### src/rtl/dtree_pkg.sv
// ---------------------------------------------------------------------------
// dtree_pkg
// Shared definitions for the arrhythmia decision-tree classifier.
// Holds the feature frame geometry, the indices of the five features the tree
// actually consumes, and the state encoding of the feature loader.
// No ports (package).
// ---------------------------------------------------------------------------
package dtree_pkg;

    localparam int FEAT_W       = 8;
    localparam int NUM_FEATURES = 279;
    localparam int NUM_CAPTURE  = 5;
    localparam int IDX_W        = $clog2(NUM_FEATURES);

    // Captured feature indices; entry 0 is the lowest slice.
    // The classifier wrapper reads the same table so both stages agree on
    // which feature lands in which slot.
    localparam logic [NUM_CAPTURE-1:0][IDX_W-1:0] CAPTURE_IDX = {
        IDX_W'(278),
        IDX_W'(264),
        IDX_W'(235),
        IDX_W'(27),
        IDX_W'(13)
    };

    typedef enum logic [1:0] {
        COLLECT = 2'd0,
        DRAIN   = 2'd1,
        STALL   = 2'd2
    } loader_state_t;

endpackage

### src/rtl/dtree_feature_loader.sv
// ---------------------------------------------------------------------------
// dtree_feature_loader
// Upstream stage of the decision-tree classifier. Receives one patient sample
// as a serial stream of NUM_FEATURES bytes (valid/ready), keeps the five
// features the tree uses in a shadow bank, and publishes them as a registered
// parallel set (valid/ready). Short and long frames are dropped and counted.
//
// Ports:
//   clk, rst            clock, synchronous active-high reset
//   in_valid/in_ready   input byte handshake
//   in_data, in_last    feature byte and end-of-frame marker
//   x13..x278           captured feature set (registered)
//   feat_valid/ready    output set handshake
//   frame_err           one-cycle pulse per malformed frame
//   err_count           saturating count of malformed frames
// ---------------------------------------------------------------------------
module dtree_feature_loader #(
    parameter int NUM_FEATURES = dtree_pkg::NUM_FEATURES,
    parameter int FEAT_W       = dtree_pkg::FEAT_W,
    parameter int IDX0         = int'(dtree_pkg::CAPTURE_IDX[0]),
    parameter int IDX1         = int'(dtree_pkg::CAPTURE_IDX[1]),
    parameter int IDX2         = int'(dtree_pkg::CAPTURE_IDX[2]),
    parameter int IDX3         = int'(dtree_pkg::CAPTURE_IDX[3]),
    parameter int IDX4         = int'(dtree_pkg::CAPTURE_IDX[4]),
    parameter int ERR_CNT_W    = 8
) (
    input  logic                 clk,
    input  logic                 rst,
    input  logic                 in_valid,
    output logic                 in_ready,
    input  logic [FEAT_W-1:0]    in_data,
    input  logic                 in_last,
    output logic [FEAT_W-1:0]    x13,
    output logic [FEAT_W-1:0]    x27,
    output logic [FEAT_W-1:0]    x235,
    output logic [FEAT_W-1:0]    x264,
    output logic [FEAT_W-1:0]    x278,
    output logic                 feat_valid,
    input  logic                 feat_ready,
    output logic                 frame_err,
    output logic [ERR_CNT_W-1:0] err_count
);

    import dtree_pkg::*;

    localparam int IDX_BITS = $clog2(NUM_FEATURES);
    localparam int NCAP     = 5;
    localparam logic [IDX_BITS-1:0] LAST_IDX = IDX_BITS'(NUM_FEATURES - 1);
    localparam logic [NCAP-1:0][IDX_BITS-1:0] CAP_IDX = {
        IDX_BITS'(IDX4), IDX_BITS'(IDX3), IDX_BITS'(IDX2),
        IDX_BITS'(IDX1), IDX_BITS'(IDX0)
    };

    loader_state_t          r_state;
    logic [IDX_BITS-1:0]    r_idx;
    logic [FEAT_W-1:0]      r_shadow [NCAP];
    logic [FEAT_W-1:0]      r_out    [NCAP];
    logic                   r_feat_valid;
    logic                   r_frame_err;
    logic [ERR_CNT_W-1:0]   r_err_count;

    logic                   w_accept;
    logic                   w_collect;
    logic                   w_at_last;
    logic                   w_good;
    logic                   w_short;
    logic                   w_long;
    logic                   w_slot_free;
    logic                   w_capture;
    logic [FEAT_W-1:0]      w_shadow_next [NCAP];

    // The loader only refuses bytes while a finished frame waits for the
    // output slot, so in_ready is a pure decode of the state.
    assign in_ready    = (r_state != STALL);
    assign w_accept    = in_valid && in_ready;
    assign w_collect   = (r_state == COLLECT);
    assign w_at_last   = (r_idx == LAST_IDX);
    assign w_good      = w_accept && w_collect &&  in_last &&  w_at_last;
    assign w_short     = w_accept && w_collect &&  in_last && !w_at_last;
    assign w_long      = w_accept && w_collect && !in_last &&  w_at_last;
    assign w_slot_free = !r_feat_valid || feat_ready;
    // The closing byte of a short frame must not disturb the shadow bank.
    assign w_capture   = w_accept && w_collect && !w_short;

    // Next shadow contents: this is also what a good frame publishes, so the
    // final byte of the frame reaches the output without an extra cycle.
    always_comb begin
        for (int k = 0; k < NCAP; k++) begin
            w_shadow_next[k] = r_shadow[k];
            if (w_capture && (r_idx == CAP_IDX[k])) begin
                w_shadow_next[k] = in_data;
            end
        end
    end

    // Frame FSM, byte counter, shadow/output banks and error bookkeeping.
    // feat_valid is cleared on a consumer handshake by default and re-set
    // later in the block when a new set is loaded in the same cycle.
    always_ff @(posedge clk) begin
        if (rst) begin
            r_state      <= COLLECT;
            r_idx        <= '0;
            r_feat_valid <= 1'b0;
            r_frame_err  <= 1'b0;
            r_err_count  <= '0;
            for (int k = 0; k < NCAP; k++) begin
                r_shadow[k] <= '0;
                r_out[k]    <= '0;
            end
        end else begin
            r_frame_err <= 1'b0;
            for (int k = 0; k < NCAP; k++) begin
                r_shadow[k] <= w_shadow_next[k];
            end
            if (r_feat_valid && feat_ready) begin
                r_feat_valid <= 1'b0;
            end

            case (r_state)
                COLLECT: begin
                    if (w_accept) begin
                        if (in_last || w_at_last) begin
                            r_idx <= '0;
                        end else begin
                            r_idx <= r_idx + 1'b1;
                        end

                        if (w_good) begin
                            if (w_slot_free) begin
                                r_out        <= w_shadow_next;
                                r_feat_valid <= 1'b1;
                            end else begin
                                r_state <= STALL;
                            end
                        end else if (w_short) begin
                            r_frame_err <= 1'b1;
                            if (r_err_count != '1) begin
                                r_err_count <= r_err_count + 1'b1;
                            end
                        end else if (w_long) begin
                            r_state <= DRAIN;
                        end
                    end
                end

                DRAIN: begin
                    // Excess bytes of an over-long frame are swallowed.
                    if (w_accept && in_last) begin
                        r_frame_err <= 1'b1;
                        if (r_err_count != '1) begin
                            r_err_count <= r_err_count + 1'b1;
                        end
                        r_state <= COLLECT;
                    end
                end

                STALL: begin
                    // feat_valid is necessarily high here; the handshake
                    // frees the slot and the parked frame moves in.
                    if (feat_ready) begin
                        r_out        <= r_shadow;
                        r_feat_valid <= 1'b1;
                        r_state      <= COLLECT;
                    end
                end

                default: begin
                    r_state <= COLLECT;
                end
            endcase
        end
    end

    assign x13        = r_out[0];
    assign x27        = r_out[1];
    assign x235       = r_out[2];
    assign x264       = r_out[3];
    assign x278       = r_out[4];
    assign feat_valid = r_feat_valid;
    assign frame_err  = r_frame_err;
    assign err_count  = r_err_count;

endmodule

### config.mk
export PLATFORM = sky130hd
export DESIGN_NAME = dtree_feature_loader
export DESIGN_NICKNAME = d
export VERILOG_FILES = /design/src/rtl/dtree_pkg.sv /design/src/rtl/dtree_feature_loader.sv
export SDC_FILE = /design/constraint.sdc
export NUM_CORES = 1
export LEC_CHECK = 0
export CAP_MARGIN = 5
export CORE_MARGIN = 5
export CORE_UTILIZATION = 57
export CTS_CLUSTER_SIZE = 20
export DETAILED_ROUTE_END_ITERATION = 6
export GPL_TIMING_DRIVEN = 1
export PLACE_DENSITY = 0.84
export SETUP_SLACK_MARGIN = 0.1
export SYNTH_ARGS = -nofsm -noshare
export SYNTH_HDL_FRONTEND = slang
export SYNTH_SLANG_ARGS = --single-unit
### constraint.sdc
create_clock -name clk -period 5.4 [get_ports clk]
set_input_delay 0.81 -clock clk [delete_from_list [all_inputs] [get_ports clk]]
set_output_delay 0.81 -clock clk [all_outputs]
set_load 0.02 [all_outputs]
### Routing congestion, run 1

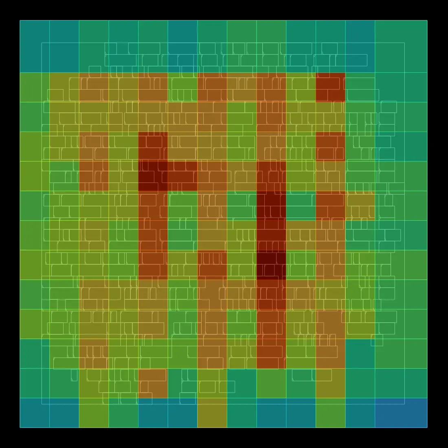
global-route usage over all layers: 0.205
Top Usage Layer GRT: met2

### Sizing map, run 1

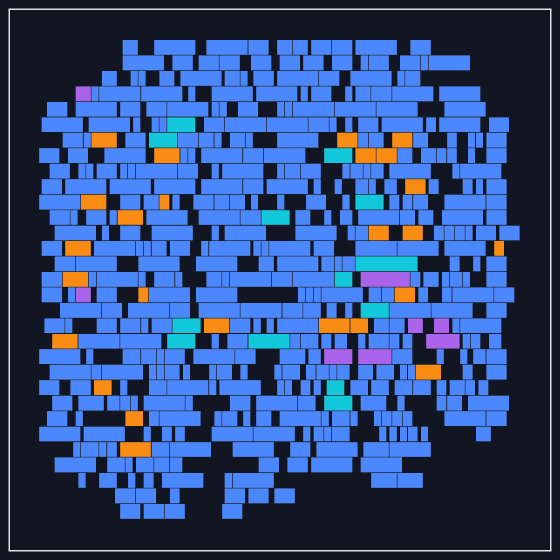
[_0 and _1 cells] blue | cells: 438 | share: 90% | most used: dfxtp_1
[_6 and larger] cyan | cells: 13 | share: 2.7% | most used: clkbuf_8
[_2 cells] orange | cells: 25 | share: 5.2%
[_3 and _4 cells] purple | cells: 8 | share: 1.7% | most used: buf_4

### Met3 routing, run 1

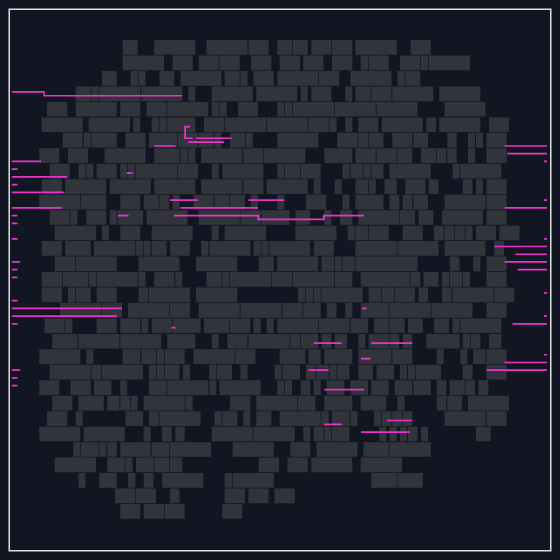
main direction: horizontal
longest straight run: 24.1 um
share of all routed wire: 3.4%
wire length on this layer: 299 um
nets with wire on the layer: 48

### Selected gate families, run 1

Scale bar: 20 um.
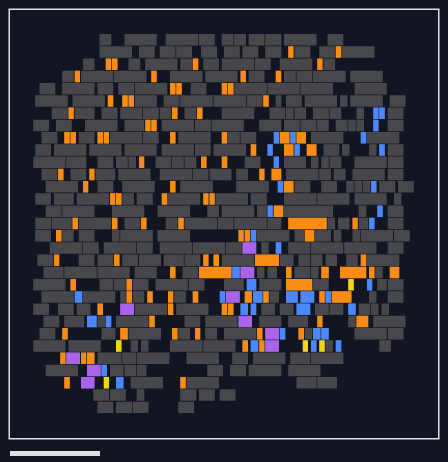
[XOR/XNOR gates] purple | cells: 10
[inverters] yellow | cells: 5
[NAND gates] blue | cells: 40
[NOR gates] orange | cells: 104

==> run 1: final cells by class <==
cell class,instances,area (um2)
tap,99,124
multi-input combinational,295,1950
sequential,101,2020
clock inverter,5,57.6
fill,602,2180
timing repair buffer,67,656
clock buffer,11,131
inverter,5,18.8
==> run 1: path summary, 6_finish.rpt <==
check	end	slack [ns]	cells after the start
worst max-delay path	x13[1]$_SDFFE_PP0P_	2.47	6
worst max register to register	x13[1]$_SDFFE_PP0P_	3.00	8
worst min-delay path	x235[6]$_SDFFE_PP0P_	0.46	2
worst min register to register	x235[6]$_SDFFE_PP0P_	0.46	2
==> run 1: metal layers <==
layer / global-route usage / up-vias
li1: - / 1607
met1: 0.266 / 1531
met2: 0.353 / 71
met3: 0.0319 / 8
met4: 0.0541 / 0
met5: 0 / -
==> run 1: cells by family after synthesis <==
kind of cell / share of synthesized area
and+or+nand+nor: 0.191
DFF: 0.491
AOI/OAI and AO/OA: 0.164
buffers and inverters: 0.0368
muxes: 0.0802
xor gates and xnor gates: 0.0213
adders and majority gates: 0.0152
==> run 1: sequential cells by signal, summed over array words and instances, names as in the netlist, 8 cells and up <==
register	flops
r_shadow	40
r_idx	9
err_count	8
x13	8
x235	8
x264	8
x278	8
x27	8
==> run 1: power by group <==
part | internal [mW] | total (mW) | switching, mW | leakage (nW)
registers | 0.746 | 0.748 | 0.00193 | 0.814
clock network | 0.217 | 0.462 | 0.246 | 0.0981
logic | 0.0175 | 0.0493 | 0.0318 | 0.689
==> reports/highlights.md, run 1 <==
### Yosys
* 4120 um2 — synthesized chip area reported by yosys
* 53 — number of distinct library cells after synthesis
* 101 x sky130_fd_sc_hd__dfxtp_1, 84 x sky130_fd_sc_hd__nor2_1, 33 x sky130_fd_sc_hd__mux2i_1, 26 x sky130_fd_sc_hd__nand2_1, 25 x sky130_fd_sc_hd__a211oi_1 — most frequent cells after synthesis
* 0 — number of flops mapped to enable cells by yosys
* 4120 um2 — post-synth design cell area
* 429 — # Cells Yosys

### Pwr
* 0.209 mV — Worst VDD drop

### Cells and area
* 583 — fin cells
* 497 — number of nets in the layout
* 4960 um2 — cell area after layout

### Critical path
* 5.59 ns — required time at the endpoint of the critical path
* 8 — largest fanout on the critical path
* 1 — buffer and inverter count on the worst path
* sky130_fd_sc_hd__clkdlybuf4s50_1 — Max stage delay cell, worst path

### STA
* 0.966 ns — slew at the pin closest to its max-slew limit
* 0.356 — relative slew slack

### Clocking
* 0 — # resized after CTS
* 9 — total CTS buffers

### Place
* 63 — tally of buffers added on design ports

### Status
* completed — result of the run

### Route
* 15.3 um — average wire per cell in the routed design

### Die
* 64 — number of top-level pins

### Clock wires, drivers and flops, run 1

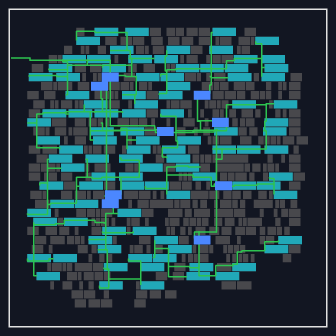

--- run 2 (diff from run 1) ---
--- a/config.mk
+++ b/config.mk
@@ -7,11 +7,11 @@
 export LEC_CHECK = 0
 export CAP_MARGIN = 5
 export CORE_MARGIN = 5
-export CORE_UTILIZATION = 57
+export CORE_UTILIZATION = 48
 export CTS_CLUSTER_SIZE = 20
 export DETAILED_ROUTE_END_ITERATION = 6
 export GPL_TIMING_DRIVEN = 1
-export PLACE_DENSITY = 0.84
+export PLACE_DENSITY = 0.75
 export SETUP_SLACK_MARGIN = 0.1
 export SYNTH_ARGS = -nofsm -noshare
 export SYNTH_HDL_FRONTEND = slang
==> constraint.sdc (replaced) <==
create_clock -name clk -period 2.4 [get_ports clk]
set_input_delay 0.36 -clock clk [delete_from_list [all_inputs] [get_ports clk]]
set_output_delay 0.36 -clock clk [all_outputs]
set_load 0.02 [all_outputs]
### Clock wires, drivers and flops, run 2

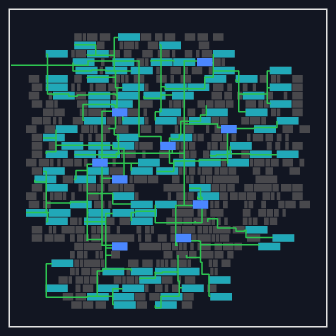
[clock wires] green | length: 1100 um
[clock drivers] blue | count: 9
[flip-flops] cyan | count: 101
flops lie: spread over the die

==> run 2 against run 1 <==
Effect of this change:
- routed wire length up 5.3%
- hold slack worse by 0.13 ns
- worst setup slack worse by 2.2 ns
- flip-flop count unchanged
- sequential power up 120%
- sequential share of layout area down 1.7 points
- clock skew down 0.0066 ns
- highest routed layer unchanged
- combinational power rose to 2.5 times the previous value
==> reports/highlights.md, run 2 <==
### Status
* completed — result of the run

### Cells and area
* 5180 um2 — cell area after layout
* 687 — Layout fillers
* r_shadow (40), r_idx (9) — Top Registers
* 608 — fin cells
* r_shadow — register with the highest flop count
* 40 — number of flip-flops in the largest register
* 516 — number of nets in the layout

### STA
* 0 — final setup vio count
* 0.621 ns — slew at the pin closest to its max-slew limit
* 0.585 — relative slew slack
* 460 MHz — maximum operating frequency

### Yosys
* 101 x sky130_fd_sc_hd__dfxtp_1, 84 x sky130_fd_sc_hd__nor2_1, 33 x sky130_fd_sc_hd__mux2i_1, 26 x sky130_fd_sc_hd__nand2_1, 25 x sky130_fd_sc_hd__a211oi_1 — most frequent cells after synthesis
* 4120 um2 — post-synth design cell area
* 0 — number of flops mapped to enable cells by yosys
* 53 — number of distinct library cells after synthesis

### Critical path
* reg -> reg — critical path class
* 2.66 ns — required time at the endpoint of the critical path
* 8 — depth of the most critical reg-to-reg path
* 2 — buffer and inverter count on the worst path
* sky130_fd_sc_hd__a311o_2 — Max stage delay cell, worst path
* 9 — largest fanout on the critical path

### Pwr
* 0.240 — Switching Share
* 0.043 — share of total power in combinational logic
* 0.308 mV — Worst VDD drop
* 0.125 mW — power of the combinational group
* 0.384 — share of total power in the clock network
* 0.704 mW — Net Switching
* 2.23 mW — cell internal power dissipation
* 0.573 — sequential cell fraction of total power
* 1.68 mW — Flop+latch power
* 1.13 mW — clock network power consumption

### Hold path
* err_count[0]$_SDFFE_PP0P_ — worst min-delay path endpoint
* 2 — worst hold path stage count
* rst — hold path start
* in -> reg — Tightest Hold Check Type

### Die
* 33 — count of standard-cell rows
* 64 — number of top-level pins

### Place
* 63 — tally of buffers added on design ports

### Clocking
* 1 — # resized after CTS
* 9 — total CTS buffers

### Route
* 15.4 um — average wire per cell in the routed design

[run 2: worst max-delay path by stage]
stage,startpoint,endpoint,slack [ns],depth (start not counted)
after detailed placement,in_valid,x235[1]$_SDFFE_PP0P_,-0.07,7
after global placement,in_valid,x235[2]$_SDFFE_PP0P_,-0.09,7
after CTS,r_idx[0]$_SDFFE_PP0N_,err_count[1]$_SDFFE_PP0P_,0.15,8
final,r_idx[0]$_SDFFE_PP0N_,err_count[1]$_SDFFE_PP0P_,0.23,8
after floorplan,r_idx[0]$_SDFFE_PP0N_,err_count[2]$_SDFFE_PP0P_,0.33,7
after global routing,r_idx[0]$_SDFFE_PP0N_,err_count[1]$_SDFFE_PP0P_,0.12,8
[run 2: final cells by class]
cell class	count	area [um2]	area share
multi-input combinational	295	1960	0.378
sequential	101	2020	0.391
timing repair buffer	86	836	0.161
clock inverter	6	82.6	0.0160
inverter	5	18.8	0.00363
tap	105	131	0.0254
clock buffer	10	128	0.0247
[run 2: cells by family after synthesis]
group	Yosys count	synth area share
adder cells (fa/ha/maj)	5	0.0152
AND/OR/NAND/NOR	157	0.191
XOR/XNOR	10	0.0213
multiplexers	33	0.0802
AND-OR/OR-AND	90	0.164
buffers and inverters	33	0.0368
flip-flops	101	0.491
[run 2: routing by layer]
layer  global-route usage  share of wire
met1                0.254           0.48
met2                0.281           0.45
met3               0.0406          0.050
met4               0.0656          0.018
met5                    0              0
[run 2: metrics by stage]
step / setup WS (ns) / hold slack (ns) / util
global placement: -0.0932 / 0.443 / 0.597
floorplan: 0.334 / 0.456 / -
finish: 0.228 / 0.327 / 0.624
detailed placement: -0.0713 / 0.450 / 0.597
CTS: 0.148 / 0.317 / 0.623
global route: 0.125 / 0.333 / 0.624
### Selected gate families, run 2

Scale bar: 20 um.
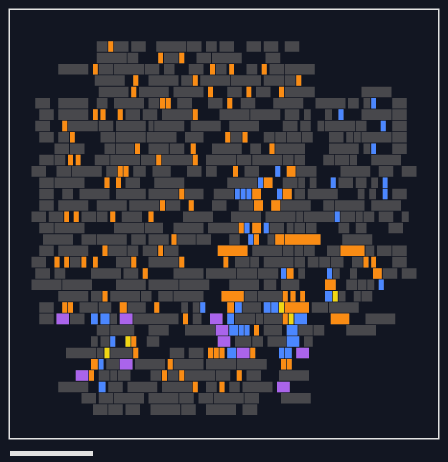

--- run 3 (diff from run 2) ---
--- a/config.mk
+++ b/config.mk
@@ -12,6 +12,7 @@
 export DETAILED_ROUTE_END_ITERATION = 6
 export GPL_TIMING_DRIVEN = 1
 export PLACE_DENSITY = 0.75
+export REMOVE_ABC_BUFFERS = 1
 export SETUP_SLACK_MARGIN = 0.1
 export SYNTH_ARGS = -nofsm -noshare
 export SYNTH_HDL_FRONTEND = slang
### Selected gate families, run 3

Scale bar: 20 um.
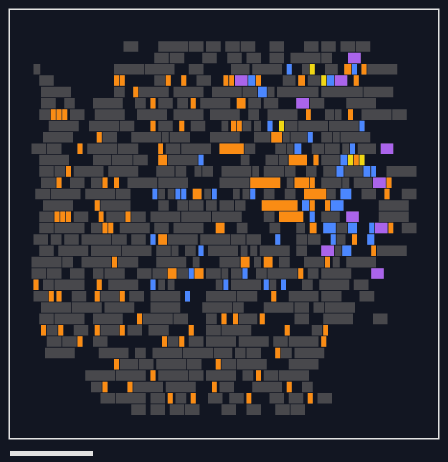
[NOR gates] orange | cells: 104 | where: spread over the die
[inverters] yellow | cells: 5 | where: upper right
[XOR/XNOR gates] purple | cells: 10
[NAND gates] blue | cells: 40

==> run 3 against run 2 <==
Effect of this change:
- sequential share of layout area is the same
- via count is 0.27% lower
- combinational power shrank 6%
- largest cell class unchanged
- hold slack gained 0.066 ns
- first-iteration DRC count is 26% lower
- core utilization unchanged
- global-route usage increased by 0.42 points
- routed wire length fell by 1.7%
- highest routed layer unchanged
- worst setup slack improved by 0.019 ns
- clock skew up 0.0068 ns
- final area stayed put
- critical path type unchanged
==> reports/highlights.md, run 3 <==
### Yosys
* 0.0152 — adder-cell area share of the yosys netlist
* 0.0802 — share of synthesized area spent on multiplexers
* 0.164 — Compound Share, Synth
* simple AND/OR/NAND/NOR gates — Top non-seq family
* 429 — # Cells Yosys
* 4120 um2 — synthesized chip area reported by yosys

### Hold path
* rst — hold path start
* 2 — worst hold path stage count

### Critical path
* err_count[2]$_SDFFE_PP0P_ — capture point of the worst reg-to-reg path
* 1 — buffer and inverter count on the worst path
* 9 — largest fanout on the critical path
* reg -> reg — critical path class

### Cells and area
* 5180 um2 — cell area after layout
* r_shadow — register with the highest flop count
* 605 — fin cells

### Die
* 64 — number of top-level pins

### Route
* met4 — highest metal layer with signal wires
* 4230 um — met1 routed wirelength after detailed routing
* 487 um — total met3 wirelength after detailed routing
* 15.3 um — average wire per cell in the routed design
* 4410 um — Detail Route met2 WL

### GRT
* 0.187 — global-route usage over all layers
* 0.244 — met1 Track Usage GR
* 0.300 — met2 Usage GRT

### Pwr
* 0.408 mV — Worst VDD drop

### Clocking
* 2 — # resized after CTS

### Place
* 63 — tally of buffers added on design ports

### Status
* completed — result of the run

### STA
* 0 — final setup vio count
* 464 MHz — maximum operating frequency

==> run 3: cell counts after synthesis <==
Identical to the previous run, type by type.
==> run 3: power breakdown <==
group          switching, mW  total [mW]  internal [mW]
clock                  0.582        1.02          0.443
sequential           0.00408        1.68           1.68
combinational         0.0697       0.117         0.0478
total                  0.655        2.82           2.17
==> run 3: metrics by stage <==
stage / hold slack, ns / util / setup WS [ns]
6_report: 0.394 / 0.624 / 0.247
5_1_grt: 0.408 / 0.624 / 0.127
4_1_cts: 0.376 / 0.621 / 0.197
3_5_place_dp: 0.461 / 0.597 / -0.0368
3_3_place_gp: 0.446 / 0.597 / 0.0362
2_1_floorplan: 0.425 / - / -1.21
==> run 3: worst max-delay path by stage <==
| stage | depth (start not counted) | startpoint | endpoint |
|---|---|---|---|
| after floorplan | 7 | r_idx[0]$_SDFFE_PP0N_ | x27[0]$_SDFFE_PP0P_ |
| after global placement | 8 | in_valid | r_state[1]$_SDFFE_PP0P_ |
| after detailed placement | 5 | in_last | x235[5]$_SDFFE_PP0P_ |
| after CTS | 7 | r_idx[0]$_SDFFE_PP0N_ | err_count[2]$_SDFFE_PP0P_ |
| after global routing | 7 | r_idx[0]$_SDFFE_PP0N_ | err_count[4]$_SDFFE_PP0P_ |
| final | 7 | r_idx[0]$_SDFFE_PP0N_ | err_count[2]$_SDFFE_PP0P_ |
==> run 3: final cells by class <==
cell class                      instances  area, um2  share of cell area
Multi-Input combinational cell        295       1990               0.384
Tap cell                              105        131              0.0254
Clock buffer                           11        151              0.0292
Timing Repair Buffer                   83        826               0.160
Clock inverter                          5       40.0             0.00774
Sequential cell                       101       2020               0.391
Inverter                                5       18.8             0.00363
Power figures rest on the tool's default switching activity, not on a simulated workload.
